--- config.mk ---
export PLATFORM = sky130hd
export DESIGN_NAME = reset_sequencer_flat
export DESIGN_NICKNAME = d
export VERILOG_FILES = /design/src/rtl/reset_sequencer_if.sv /design/src/rtl/reset_sequencer.sv /design/src/flat_wrapper.sv
export SDC_FILE = /design/constraint.sdc
export NUM_CORES = 1
export LEC_CHECK = 0
export CORE_AREA = 4 4 134 98
export DETAILED_ROUTE_END_ITERATION = 7
export DIE_AREA = 0 0 138 102
export PLACE_DENSITY_LB_ADDON = 0.2
export RECOVER_POWER = 100
export SETUP_SLACK_MARGIN = 0.15
export SKIP_LAST_GASP = 1
export SLEW_MARGIN = 30
export SYNTH_ARGS = -nofsm -noshare
export SYNTH_HDL_FRONTEND = slang
export SYNTH_SLANG_ARGS = --single-unit
--- constraint.sdc ---
create_clock -name clock_i -period 2 [get_ports clock_i]
set_input_delay 0.5 -clock clock_i [delete_from_list [all_inputs] [get_ports clock_i]]
set_output_delay 0.5 -clock clock_i [all_outputs]
set_load 0.05 [all_outputs]
--- src/rtl/reset_sequencer_if.sv ---
// Hold-reset input, per-domain request pulses and the sequencer's reset/status outputs.
// master is the control/generator side, slave is the sequencer.
interface reset_sequencer_if #(
  parameter int NUM_DOMAINS = 4,
  parameter int CNT_BITS    = 16
);
  logic                   hold_reset_i;
  logic [NUM_DOMAINS-1:0] domain_reset_req_i;
  logic [NUM_DOMAINS-1:0] domain_reset_o;
  logic                   sequence_done_o;
  logic [CNT_BITS-1:0]    hold_reset_count_o;

  modport master (
    output hold_reset_i,
    output domain_reset_req_i,
    input  domain_reset_o,
    input  sequence_done_o,
    input  hold_reset_count_o
  );

  modport slave (
    input  hold_reset_i,
    input  domain_reset_req_i,
    output domain_reset_o,
    output sequence_done_o,
    output hold_reset_count_o
  );
endinterface

--- src/rtl/reset_sequencer.sv ---
// Staggered per-domain reset release after the hold reset, then stretched per-domain resets on request.
// All outputs registered; hold_reset_i aborts and restarts the sequence; rising hold edges are counted (saturating).
module reset_sequencer #(
  parameter int NUM_DOMAINS    = 4,
  parameter int STAGGER_CYCLES = 64,
  parameter int PULSE_CYCLES   = 32,
  parameter int CNT_BITS       = 16
) (
  input  logic             clock_i,
  input  logic             reset_i,
  reset_sequencer_if.slave bus
);

  localparam int CW = (STAGGER_CYCLES > 1) ? $clog2(STAGGER_CYCLES) : 1;
  localparam int PW = $clog2(PULSE_CYCLES + 1);
  localparam int SW = (NUM_DOMAINS > 1) ? $clog2(NUM_DOMAINS) : 1;
  localparam logic [CW-1:0] CNT_LAST   = CW'(STAGGER_CYCLES - 1);
  localparam logic [PW-1:0] PULSE_LOAD = PW'(PULSE_CYCLES);

  typedef enum logic [1:0] {HOLD, STAGE, DONE} state_t;

  state_t                 state_q, state_d;
  logic [SW-1:0]          stage_q, stage_d;
  logic [CW-1:0]          cnt_q, cnt_d;
  logic [PW-1:0]          pulse_q [NUM_DOMAINS];
  logic [PW-1:0]          pulse_d [NUM_DOMAINS];
  logic [NUM_DOMAINS-1:0] dom_q, dom_d;
  logic                   done_q, done_d;
  logic [CNT_BITS-1:0]    count_q, count_d;
  logic                   hold_prev_q;

  always_comb begin
    state_d = state_q;
    stage_d = stage_q;
    cnt_d   = cnt_q;
    pulse_d = pulse_q;
    dom_d   = dom_q;
    done_d  = done_q;

    count_d = count_q;
    if (bus.hold_reset_i && !hold_prev_q && (count_q != {CNT_BITS{1'b1}}))
      count_d = count_q + 1'b1;

    if (bus.hold_reset_i) begin
      state_d = HOLD;
      stage_d = '0;
      cnt_d   = '0;
      for (int k = 0; k < NUM_DOMAINS; k++) pulse_d[k] = '0;
      dom_d   = '1;
      done_d  = 1'b0;
    end else begin
      case (state_q)
        HOLD: begin
          state_d = STAGE;
          stage_d = '0;
          cnt_d   = '0;
          dom_d   = '1;
          done_d  = 1'b0;
        end
        STAGE: begin
          if (cnt_q == CNT_LAST) begin
            cnt_d   = '0;
            stage_d = stage_q + 1'b1;
            for (int k = 0; k < NUM_DOMAINS; k++)
              if (int'(stage_q) == k) dom_d[k] = 1'b0;
            if (int'(stage_q) == NUM_DOMAINS - 1) begin
              state_d = DONE;
              done_d  = 1'b1;
            end
          end else begin
            cnt_d = cnt_q + 1'b1;
          end
        end
        DONE: begin
          done_d = 1'b1;
          // A request reloads the counter, so a retrigger stretches an active pulse.
          for (int k = 0; k < NUM_DOMAINS; k++) begin
            if (bus.domain_reset_req_i[k])
              pulse_d[k] = PULSE_LOAD;
            else if (pulse_q[k] != '0)
              pulse_d[k] = pulse_q[k] - 1'b1;
            dom_d[k] = (pulse_d[k] != '0);
          end
        end
        default: state_d = HOLD;
      endcase
    end
  end

  always_ff @(posedge clock_i) begin
    if (reset_i) begin
      state_q     <= HOLD;
      stage_q     <= '0;
      cnt_q       <= '0;
      for (int k = 0; k < NUM_DOMAINS; k++) pulse_q[k] <= '0;
      dom_q       <= '1;
      done_q      <= 1'b0;
      count_q     <= '0;
      // Hold is normally still high when core reset drops; that is not a new event.
      hold_prev_q <= 1'b1;
    end else begin
      state_q     <= state_d;
      stage_q     <= stage_d;
      cnt_q       <= cnt_d;
      for (int k = 0; k < NUM_DOMAINS; k++) pulse_q[k] <= pulse_d[k];
      dom_q       <= dom_d;
      done_q      <= done_d;
      count_q     <= count_d;
      hold_prev_q <= bus.hold_reset_i;
    end
  end

  assign bus.domain_reset_o     = dom_q;
  assign bus.sequence_done_o    = done_q;
  assign bus.hold_reset_count_o = count_q;

endmodule

--- src/flat_wrapper.sv ---
// flat-port wrapper written by rule: the top's interface ports become plain ports
module reset_sequencer_flat 
#(
  parameter int NUM_DOMAINS    = 4,
  parameter int STAGGER_CYCLES = 64,
  parameter int PULSE_CYCLES   = 32,
  parameter int CNT_BITS       = 16
)
  (clock_i, reset_i, bus_hold_reset_i, bus_domain_reset_req_i, bus_domain_reset_o, bus_sequence_done_o, bus_hold_reset_count_o);
  reset_sequencer_if #(.NUM_DOMAINS(NUM_DOMAINS), .CNT_BITS(CNT_BITS)) bus_i ();
  input  logic clock_i;
  input  logic reset_i;
  input wire logic [$bits(bus_i.hold_reset_i)-1:0] bus_hold_reset_i;
  input wire logic [$bits(bus_i.domain_reset_req_i)-1:0] bus_domain_reset_req_i;
  output wire logic [$bits(bus_i.domain_reset_o)-1:0] bus_domain_reset_o;
  output wire logic [$bits(bus_i.sequence_done_o)-1:0] bus_sequence_done_o;
  output wire logic [$bits(bus_i.hold_reset_count_o)-1:0] bus_hold_reset_count_o;
  assign bus_i.hold_reset_i = bus_hold_reset_i;
  assign bus_i.domain_reset_req_i = bus_domain_reset_req_i;
  assign bus_domain_reset_o = bus_i.domain_reset_o;
  assign bus_sequence_done_o = bus_i.sequence_done_o;
  assign bus_hold_reset_count_o = bus_i.hold_reset_count_o;
  reset_sequencer #(.NUM_DOMAINS(NUM_DOMAINS), .STAGGER_CYCLES(STAGGER_CYCLES), .PULSE_CYCLES(PULSE_CYCLES), .CNT_BITS(CNT_BITS)) u_core (.clock_i(clock_i), .reset_i(reset_i), .bus(bus_i));
endmodule
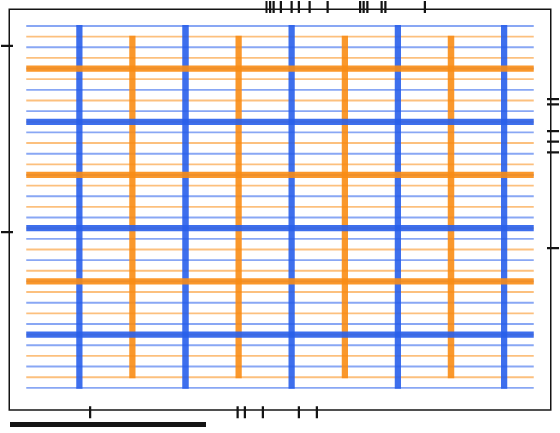
Fig. 1. Floorplan with the power grid.
Scale bar: 50 um. Pins as bars on the die edge.
blue -> VSS
orange -> VDD
met1 rails = 35
rows = 34
met4 straps = 9

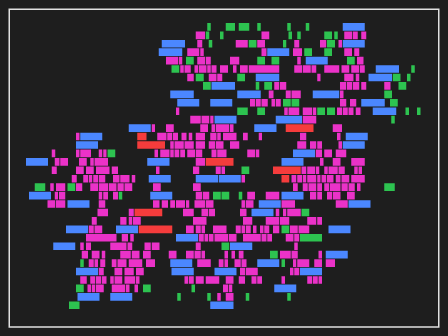
Fig. 2. Cells colored by class.
magenta -> remaining logic cells  # cells 346
red -> clock drivers and dummy loads  # cells 8
blue -> registers  # cells 56
green -> remaining buffers and delay cells  # cells 67

==> impl_metrics.yaml <==
# physical design summary
run_status:
  status: "complete, no violations"
hold_path:
  hold_class: "reg2reg"
synth:
  ys_warn_count: 0
  synth.cells.most_frequent: "56 x dfxtp_1, 36 x nor2_1, 32 x a21oi_1"
  number_of_flops_mapped_to_enable_cells_by_yosys: 0
  yosys.stat.seqShare_pct: 32.1
  top_cell_area_share_pct: 32.1
  synthFlopType: "dfxtp_1"
floorplanning:
  fp-utilization_pct: 29.1
  chip_area_um2: 14100
  core_box_area_um2: 12000
layout:
  n_antenna_cell: 0
  largest_register: "u_core.pulse_q"
  most-common-layout-cells: "43 x dfxtp_1, 36 x nor2_1, 33 x buf_4"
  mostFrequentLayoutCell: "dfxtp_1"
timing:
  worst-slew-pin-transition_ps: 613
  fmax_ghz: 0.552
  postLayoutSetupSlackWorst_ps: 190
  timing.hold.ws_ps: 516
global_route:
  first_pass_grt_wire_length_um: 14500
  antenna_violations_before_repair: 0
pwr:
  power.share.sequential_pct: 48.9
  peakVddDrop_mv: 0.290
  internal_power_mw: 1.77
  pwr_density_cell_nw_per_um2: 547
  top_power_group: "registers"
  pg_comb_mw: 0.149
  power.net_switching_mw: 0.529
clocking:
  cts_buffer_depth: 2
  cts_made_buffers: 5
detailed_routing:
  routedWlPerCell_um: 13.6
  route.detailed.vias_per_inst: 5.17
critical_path:
  regToRegStartpoint: "u_core.state_q[0]"
  timing.critical_path.from_type: "flop"
  crit_end: "u_core.pulse_q[20]"
per-layer routing:
layer / up-vias / wire length, um / share of wire [%] / GRT usage [%]
met1: 1560 / 4620 / 53 / 18.0
met2: 52 / 3740 / 43 / 18.6
met3: 5 / 302 / 3.5 / 2.39
li1: 1685 / - / - / -
met4: 0 / 56 / 0.64 / 2.66
met5: - / 0 / 0 / 0
timing repair:
item / 4_1_cts / 5_1_grt
gates cloned: 0 / 0
setup buffers: 4 / 1
hold buffers: 0 / 0
endpoints found under the setup margin: 12 / 9
gates resized: 2 / 10
pin swaps: 1 / 1
layout make-up:
type / count / area [um^2]
fill: 1262 / 7790
multi-input combinational: 316 / 2150
sequential: 56 / 1140
timing repair buffer: 67 / 432
tap: 162 / 203
clock buffer: 5 / 125
inverter: 30 / 113
clock inverter: 3 / 46.3
No activity file was given, so power comes from the tool's default toggle rates.
